File: config.mk
export PLATFORM = sky130hd
export DESIGN_NAME = bfs_queue_drain
export DESIGN_NICKNAME = d
export VERILOG_FILES = /design/src/rtl/bfs_queue_drain_pkg.sv /design/src/rtl/bfs_queue_drain.sv
export SDC_FILE = /design/constraint.sdc
export NUM_CORES = 1
export LEC_CHECK = 0
export ABC_CLOCK_PERIOD_IN_PS = 1700
export CORE_ASPECT_RATIO = 0.8
export CORE_MARGIN = 4
export CORE_UTILIZATION = 42
export DETAILED_ROUTE_END_ITERATION = 16
export GPL_TIMING_DRIVEN = 1
export MAX_ROUTING_LAYER = met4
export PLACE_DENSITY = 0.81
export REMOVE_ABC_BUFFERS = 1
export SLEW_MARGIN = 10
export SYNTH_ARGS = -nofsm -noshare
export SYNTH_HDL_FRONTEND = slang
export SYNTH_SLANG_ARGS = --single-unit
File: constraint.sdc
create_clock -name clk -period 1.7 [get_ports clk]
set_input_delay 0.255 -clock clk [delete_from_list [all_inputs] [get_ports clk]]
set_output_delay 0.255 -clock clk [all_outputs]
set_load 0.02 [all_outputs]
File: src/rtl/bfs_queue_drain_pkg.sv
// Shared BFS types for the frontier-queue read side: node/row widths and the
// drain serialiser state encoding.
package bfs_queue_drain_pkg;

  localparam int unsigned NODE_W = 32;
  localparam int unsigned ROW_W  = 64;

  typedef enum logic [1:0] {
    EMPTY = 2'd0,
    HOLD1 = 2'd1,
    HOLD2 = 2'd2
  } drain_state_e;

  // Select entry0 (hi=0) or entry1 (hi=1) of a queue row.
  function automatic logic [NODE_W-1:0] row_entry(input logic [ROW_W-1:0] row,
                                                  input logic             hi);
    return hi ? row[ROW_W-1:NODE_W] : row[NODE_W-1:0];
  endfunction

endpackage

File: src/rtl/bfs_queue_drain.sv
// Frontier-queue drain: pops 64-bit rows, serialises them into 32-bit node IDs
// on a valid/ready stream, holds back half rows the producer may still complete.
module bfs_queue_drain
  import bfs_queue_drain_pkg::*;
#(
  parameter int unsigned HALF_WAIT = 4,
  parameter int unsigned CNT_W     = 32
) (
  input  logic              clk,
  input  logic              bfs_rstn,
  input  logic              drain_en,
  input  logic              flush,
  input  logic              enq_active,
  input  logic              queue_empty,
  input  logic              rdata_filled,
  input  logic [ROW_W-1:0]  rdata_out,
  output logic              dequeue_req,
  output logic              node_valid,
  output logic [NODE_W-1:0] node_id,
  input  logic              node_ready,
  output logic [CNT_W-1:0]  issued_count,
  output logic              idle
);

  localparam int unsigned HC_W = $clog2(HALF_WAIT + 2);

  drain_state_e      state, state_nxt;
  logic [HC_W-1:0]   half_cnt;
  logic [NODE_W-1:0] spare;
  logic              leaving;
  logic              half_row;
  logic              half_ripe;

  always_ff @(posedge clk or negedge bfs_rstn) begin
    if (!bfs_rstn) state <= EMPTY;
    else           state <= state_nxt;
  end

  always_comb begin
    state_nxt  = state;
    node_valid = (state != EMPTY);
    leaving    = (state == EMPTY) | ((state == HOLD1) & node_ready);
    half_row   = ~queue_empty & ~rdata_filled;
    half_ripe  = (half_cnt >= HC_W'(HALF_WAIT)) | flush;
    // Gated by reset so the combinational pop stays low while the block is held.
    dequeue_req = bfs_rstn & drain_en & ~queue_empty & leaving &
                  (rdata_filled | (half_ripe & ~enq_active));
    idle = (state == EMPTY) & queue_empty & ~dequeue_req;

    if (dequeue_req) begin
      state_nxt = rdata_filled ? HOLD2 : HOLD1;
    end else begin
      case (state)
        HOLD2:   if (node_ready) state_nxt = HOLD1;
        HOLD1:   if (node_ready) state_nxt = EMPTY;
        default: state_nxt = EMPTY;
      endcase
    end
  end

  always_ff @(posedge clk or negedge bfs_rstn) begin
    if (!bfs_rstn) begin
      node_id <= '0;
      spare   <= '0;
    end else if (dequeue_req) begin
      node_id <= row_entry(rdata_out, 1'b0);
      if (rdata_filled) spare <= row_entry(rdata_out, 1'b1);
    end else if ((state == HOLD2) && node_ready) begin
      node_id <= spare;
    end
  end

  // Counts quiet cycles of a half-filled head; any producer activity restarts it.
  always_ff @(posedge clk or negedge bfs_rstn) begin
    if (!bfs_rstn) begin
      half_cnt <= '0;
    end else if (dequeue_req | queue_empty | rdata_filled | enq_active) begin
      half_cnt <= '0;
    end else if (half_row && (half_cnt < HC_W'(HALF_WAIT))) begin
      half_cnt <= half_cnt + HC_W'(1);
    end
  end

  always_ff @(posedge clk or negedge bfs_rstn) begin
    if (!bfs_rstn)                 issued_count <= '0;
    else if (node_valid & node_ready) issued_count <= issued_count + CNT_W'(1);
  end

endmodule
run_1/detail.png
The bar under the picture is 20 µm long. Region (6, 0) to (56, 50) µm. Cells in gray, sequential cells in the stronger gray; small squares are vias.
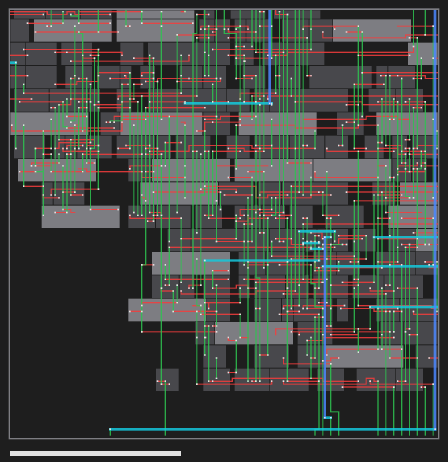
- metal 3: cyan
- metal 4: blue
- metal 1: red
- metal 2: green
- most frequent: buf_4 (28), dfrtp_1 (17), dlymetal6s2s_1 (9)
- netlist names of flops here include: issued_count (11), half_cnt (3), state (2)
- cells with their middle in the window: 135
- sequential cells in the window: 18

run_1/flops_by_reg.png
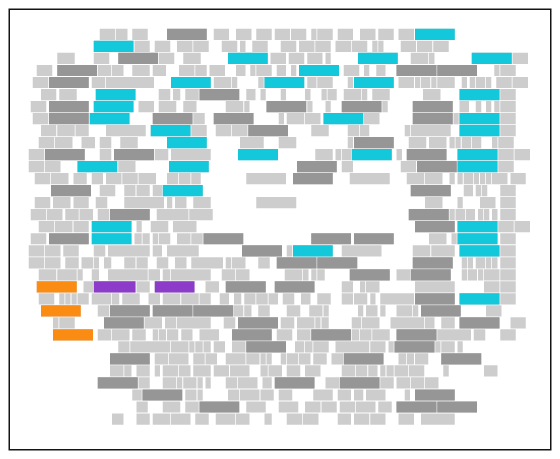
- node_id: cyan (flops 32)
- half_cnt: orange (flops 3)
- state: purple (flops 2)
- not colored: 64
Seq power: 3.23 mW
register area: 2529 µm²
post-layout util: 67.11%
Seq area share: 36.95%

==> ci_impl_report.md, run 1 <==
## PnR job results

| Metric | Value |
|---|---|
| Die area | 12,140 µm² |
| Area Overhead vs Synth | 56.15% |
| Outcome | finished, violations left |
| Hold Crit Class | in -> async |
| Reg2Reg Depth | 5 |
| Most frequent logic cell in the layout | clkdlybuf4s50_1 |
| Distinct lib cells used | 39 |
| Area after DPL | 6245 µm² |
| Top cells by area | dfrtp_1 (58%), mux2_2 (8.5%), nand2_1 (4.6%) |
| Asr flop ratio synth | 100.0% |
| Filler Cells Inserted | 789 |
| Initial antenna violation count | 0 |
| Non-Filler Instances | 716 |
| WS Path Type | reg -> reg |
| Failing checks | negative setup slack |
| Vias in the first global route | 3,881 |
| Share of cells above drive strength 1 | 23.61% |
| Final setup viols | 20 |
| Most common logic cells in the final layout | clkdlybuf4s50_1 (112), dfrtp_1 (100), nand2_1 (53), buf_4 (42), nor2_1 (34) |
| PortBufs | 138 |
| DRT iter0 DRCs | 222 |
| Die X | 122.2 µm |
| Latest clock arrival within the worst-skew pair | 330 ps |
| Met3 wire length | 519 µm |
| Cell count in the Yosys report | 385 |
| First drt pass iteration count | 4 |
| RR Startpoint | issued_count[0] |
| Leak pwr | 3.381 nW |
| Layout Nets | 645 |
| Via count | 3,678 |
| Clk power | 2.01 mW |
| Leading area contributor after synthesis | dfrtp_1 |
| Max rail drop VDD | 0.0007897 V |
| Combinational power | 2.19 mW |
| Placed insts | 690 |
| Final hold slack | 44.62 ps |
| Power Total | 7.437 mW |
| FF-to-FF setup slack | -40 ps |
| I/O Pins | 139 |
| Setup WS post-layout | -39.21 ps |
| Max-cap violations | 0 |
| Hpwl dp | 8.255 mm |
| Core area | 10,200 µm² |
| Chip Area, Yosys | 4383 µm² |
| GR Overflow Total | 0 |
| WL met2 | 6.402 mm |
run_1/metal_density.png
The bar under the picture is 20 µm long. 24 x 20 tiles, from black (low) to pale yellow (high), scaled to the fullest tile. Values are wire area over tile area, all layers added.
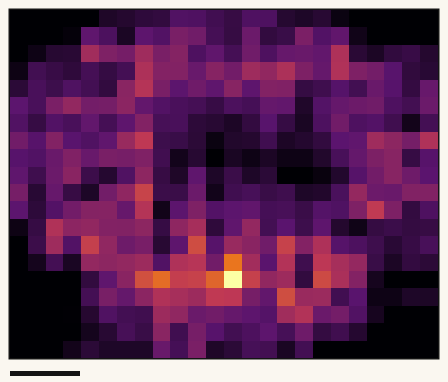
- fullest tile: 0.72
- mean over tiles: 0.16
- densest ninth of the die: bottom center
GRT Util Overall: 20.09%
WL/cell: 17.22 µm
Total Routed Length: 12.33 mm

[run 1: critical path, stage by stage (launching register included)]
cell     delay (ps)
dfrtp_1         420
buf_6           140
nand2_4          60
or4_4           580
nor4_4          310
xor2_1          160
[run 1: flip-flops by register name, summed over array words and instances (netlist names)]
| register | flops |
|---|---|
| spare | 32 |
| issued_count | 32 |
| node_id | 32 |
| state | 2 |
| half_cnt | 3 |
[run 1: layout make-up]
class	instances	area [µm²]	share of cell area, %
Clock buffer	10	229.0	3.346
Clock inverter	6	63.81	0.9324
Inverter	7	28.78	0.4205
Multi-Input combinational cell	260	1899	27.75
Sequential cell	101	2529	36.95
Tap cell	140	175.2	2.559
Timing Repair Buffer	192	1919	28.04
[run 1: cell usage after synthesis (all sizes together) (3+ instances only)]
| cell type | number |
|---|---|
| nor3 | 9 |
| nand3 | 12 |
| xor2 | 21 |
| inv | 7 |
| xnor2 | 11 |
| o21ai | 3 |
| a21o | 12 |
| a22o | 12 |
| nand2 | 54 |
| nand4 | 5 |
| or4 | 3 |
| and4 | 3 |
| mux2 | 33 |
| a31oi | 20 |
| dfrtp | 101 |
| buf | 8 |
| clkbuf | 10 |
| and3 | 3 |
| nor2 | 38 |
| nor4 | 6 |
[run 1: worst min path at each step]
stage / to / cells past startpoint
6_report: half_cnt[0] / 2
5_1_grt: issued_count[0] / 2
4_1_cts: half_cnt[2] / 2
3_5_place_dp: half_cnt[2] / 2
3_3_place_gp: state[0] / 2
2_1_floorplan: half_cnt[0] / 0
[run 1: kinds of logic after synthesis]
logic type	count (synthesis)	synth area share (%)
AOI/OAI and AO/OA	54	9.049
xor gates and xnor gates	32	6.395
adders and majority gates	2	0.5708
buffers and inverters	25	2.541
DFF	101	57.66
muxes	34	8.707
and+or+nand+nor	137	15.07
run_1/placement.png
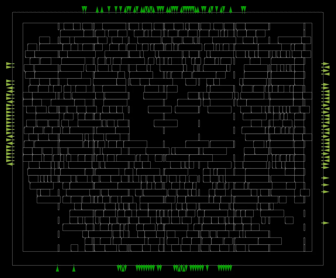

==> run 2, diff against run 1 <==
--- a/config.mk
+++ b/config.mk
@@ -8,11 +8,12 @@
 export ABC_CLOCK_PERIOD_IN_PS = 1700
 export CORE_ASPECT_RATIO = 0.8
 export CORE_MARGIN = 4
-export CORE_UTILIZATION = 42
+export CORE_UTILIZATION = 45
 export DETAILED_ROUTE_END_ITERATION = 16
+export DONT_BUFFER_PORTS = 1
 export GPL_TIMING_DRIVEN = 1
 export MAX_ROUTING_LAYER = met4
-export PLACE_DENSITY = 0.81
+export PLACE_DENSITY = 0.67
 export REMOVE_ABC_BUFFERS = 1
 export SLEW_MARGIN = 10
 export SYNTH_ARGS = -nofsm -noshare
run_2/placement.png
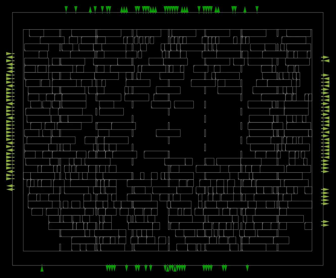
Flop Count: 101
core area: 9270 µm²
Seq area share: 45.82%
post-layout util: 59.56%

==> ci_impl_report.md, run 2 <==
## PnR job results

| Metric | Value |
|---|---|
| Hpwl dp | 6.993 mm |
| Dominant flop cell | dfrtp_1 |
| Filler Cells Inserted | 778 |
| Logic pwr share | 15.2% |
| Area after DPL | 4832 µm² |
| Chip Area, Yosys | 4383 µm² |
| Non-Filler Instances | 559 |
| Log Warnings | 31 |
| Final Hold Viols | 101 |
| Area Overhead vs Synth | 25.98% |
| Max rail drop VDD | 0.0006917 V |
| Setup TNS | -1772 ps |
| Syn avg cell area | 11.38 µm² |
| Top cells by area | dfrtp_1 (58%), mux2_2 (8.5%), nand2_1 (4.6%) |
| Post-synth top cells | dfrtp_1 (101), nand2_1 (54), nor2_1 (38) |
| Most common logic cells in the final layout | dfrtp_1 (99), nand2_1 (53), buf_4 (47), nor2_1 (32), xor2_1 (21) |
| Asr flop ratio synth | 100.0% |
| Share of cells above drive strength 1 | 31.08% |
| Basic Gates by Area | 15.07% |
| Initial antenna violation count | 0 |
| First drt pass iteration count | 4 |
| Hold Crit Class | in -> async |
| GR Overflow Total | 0 |
| Cell count in the Yosys report | 385 |
| Total Routed Length | 10.72 mm |
| Die X | 118.3 µm |
| Distinct lib cells used | 39 |
| P_int | 4.608 mW |
| CP startpoint kind | flip-flop |
| Latest clock arrival within the worst-skew pair | 340 ps |
| Unrepaired setup endpoints after global routing | true |
| Synth mux share | 8.707% |
| Mapped cell area | 4383 µm² |
| Die area | 11,390 µm² |
| Most frequent cell after synthesis | dfrtp_1 |
| Layout Nets | 514 |
| Adder Area Share | 0.5709% |
| WS Path Type | reg -> reg |
| H-tree levels | 3 |
| Placed insts | 530 |
| Reg2Reg Depth | 7 |
| Leading area contributor after synthesis | dfrtp_1 |
| GRT Util Overall | 18.70% |
| Crit. End Element | flip-flop |
| Final setup viols | 40 |
| Outcome | finished, violations left |
| Failing checks | negative hold slack, negative setup slack |
| Setup WS post-layout | -97.99 ps |
| Dominant kind of combinational cell | simple AND/OR/NAND/NOR gates |
| Clock group share of total power | 30.4% |
| EDFF count, synth | 0 |
| Rows | 31 |
| Via count | 3,124 |
| Worst clock skew | 6.783 ps |
| Max-cap violations | 0 |
| Area share, top type | 57.66% |
| I/O Pins | 139 |
| PortBufs | 0 |
| Mapped Cells | 385 |
| Antenna-violating nets left | 0 |
| Vias per inst | 5.589 |
| WL/cell | 19.17 µm |
| Complex Gates by Area | 9.049% |
| DRT iter0 DRCs | 180 |
| Most frequent logic cell in the layout | dfrtp_1 |
| Fin area | 5522 µm² |
| Cts hold-fix bufs | 2 |
| Power Total | 6.542 mW |
| Final hold slack | -385.4 ps |
| CTS root buffer | clkbuf_16 |
| XOR Share, Synth | 6.395% |
| Largest regs | issued_count x32, node_id x32, spare x32 |
| Leak pwr | 2.793 nW |
| Vias in the first global route | 3,163 |
run_2/flops_by_reg.png
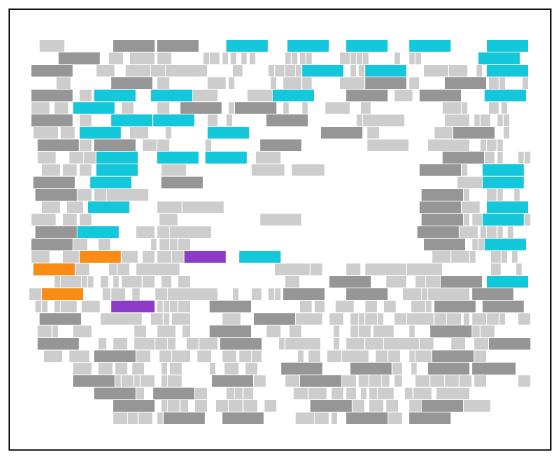
- node_id: cyan (flops 32)
- state: purple (flops 2)
- half_cnt: orange (flops 3)
- not colored: 64
Seq power: 3.56 mW
register area: 2530 µm²

run 2: cell counts after synthesis:
No cell type changed its count.
run 2: power groups by stage:
stage	Combinational [mW]	Clock (mW)	Sequential, mW
2_1_floorplan	0.564	0	3.58
3_3_place_gp	0.844	0	3.58
3_5_place_dp	0.887	0	3.59
4_1_cts	0.942	2.04	3.56
5_1_grt	1.10	2.14	3.63
6_report	0.992	1.99	3.56
run 2: path summary, 6_finish.rpt:
path                                     to  slack, ps             from
setup reg to reg           issued_count[23]       -100  issued_count[0]
max in group asynchronous  issued_count[18]       1940         bfs_rstn
hold reg to reg                    spare[6]        510         spare[6]
setup / recovery           issued_count[23]       -100  issued_count[0]
hold / removal                   node_id[1]       -390         bfs_rstn
min in group clk                   state[1]         50       node_ready
run 2: area by class of cell:
| cell class | count | area, µm² | share of cell area, % |
|---|---|---|---|
| well taps | 115 | 143.9 | 2.606 |
| clock inverters | 4 | 50.05 | 0.9064 |
| repair buffers | 62 | 576.8 | 10.45 |
| multi-input cells | 259 | 1962 | 35.53 |
| inverters | 7 | 26.28 | 0.4759 |
| flip-flops and latches | 101 | 2530 | 45.82 |
| clock buffers | 11 | 232.7 | 4.215 |
run 2: metal layers:
metal,global-route usage [%],routed length (µm),up-vias
met1,23.33,4778,1543
met4,5.854,102,0
li1,-,-,1455
met5,-,0,-
met2,28.86,5010,113
met3,6.698,826,13
run 2: critical path, cell delays in order, from the launching register on:
cell and delay [ps]:
dfrtp_1 360, buf_6 150, nand2_4 50, or4_4 610, buf_6 170, buf_12 120, nor3_4 110, xor2_1 150
run 2: repair_timing:
| action | CTS | global route |
|---|---|---|
| gates resized | 26 | 39 |
| setup buffers | 6 | 4 |
| setup endpoints to repair | 20 | 61 |
| pin swaps | 11 | 12 |
| endpoints found under the hold margin | 102 | 101 |
| gates cloned | 1 | 3 |
Power is estimated from default activity; no workload was simulated.
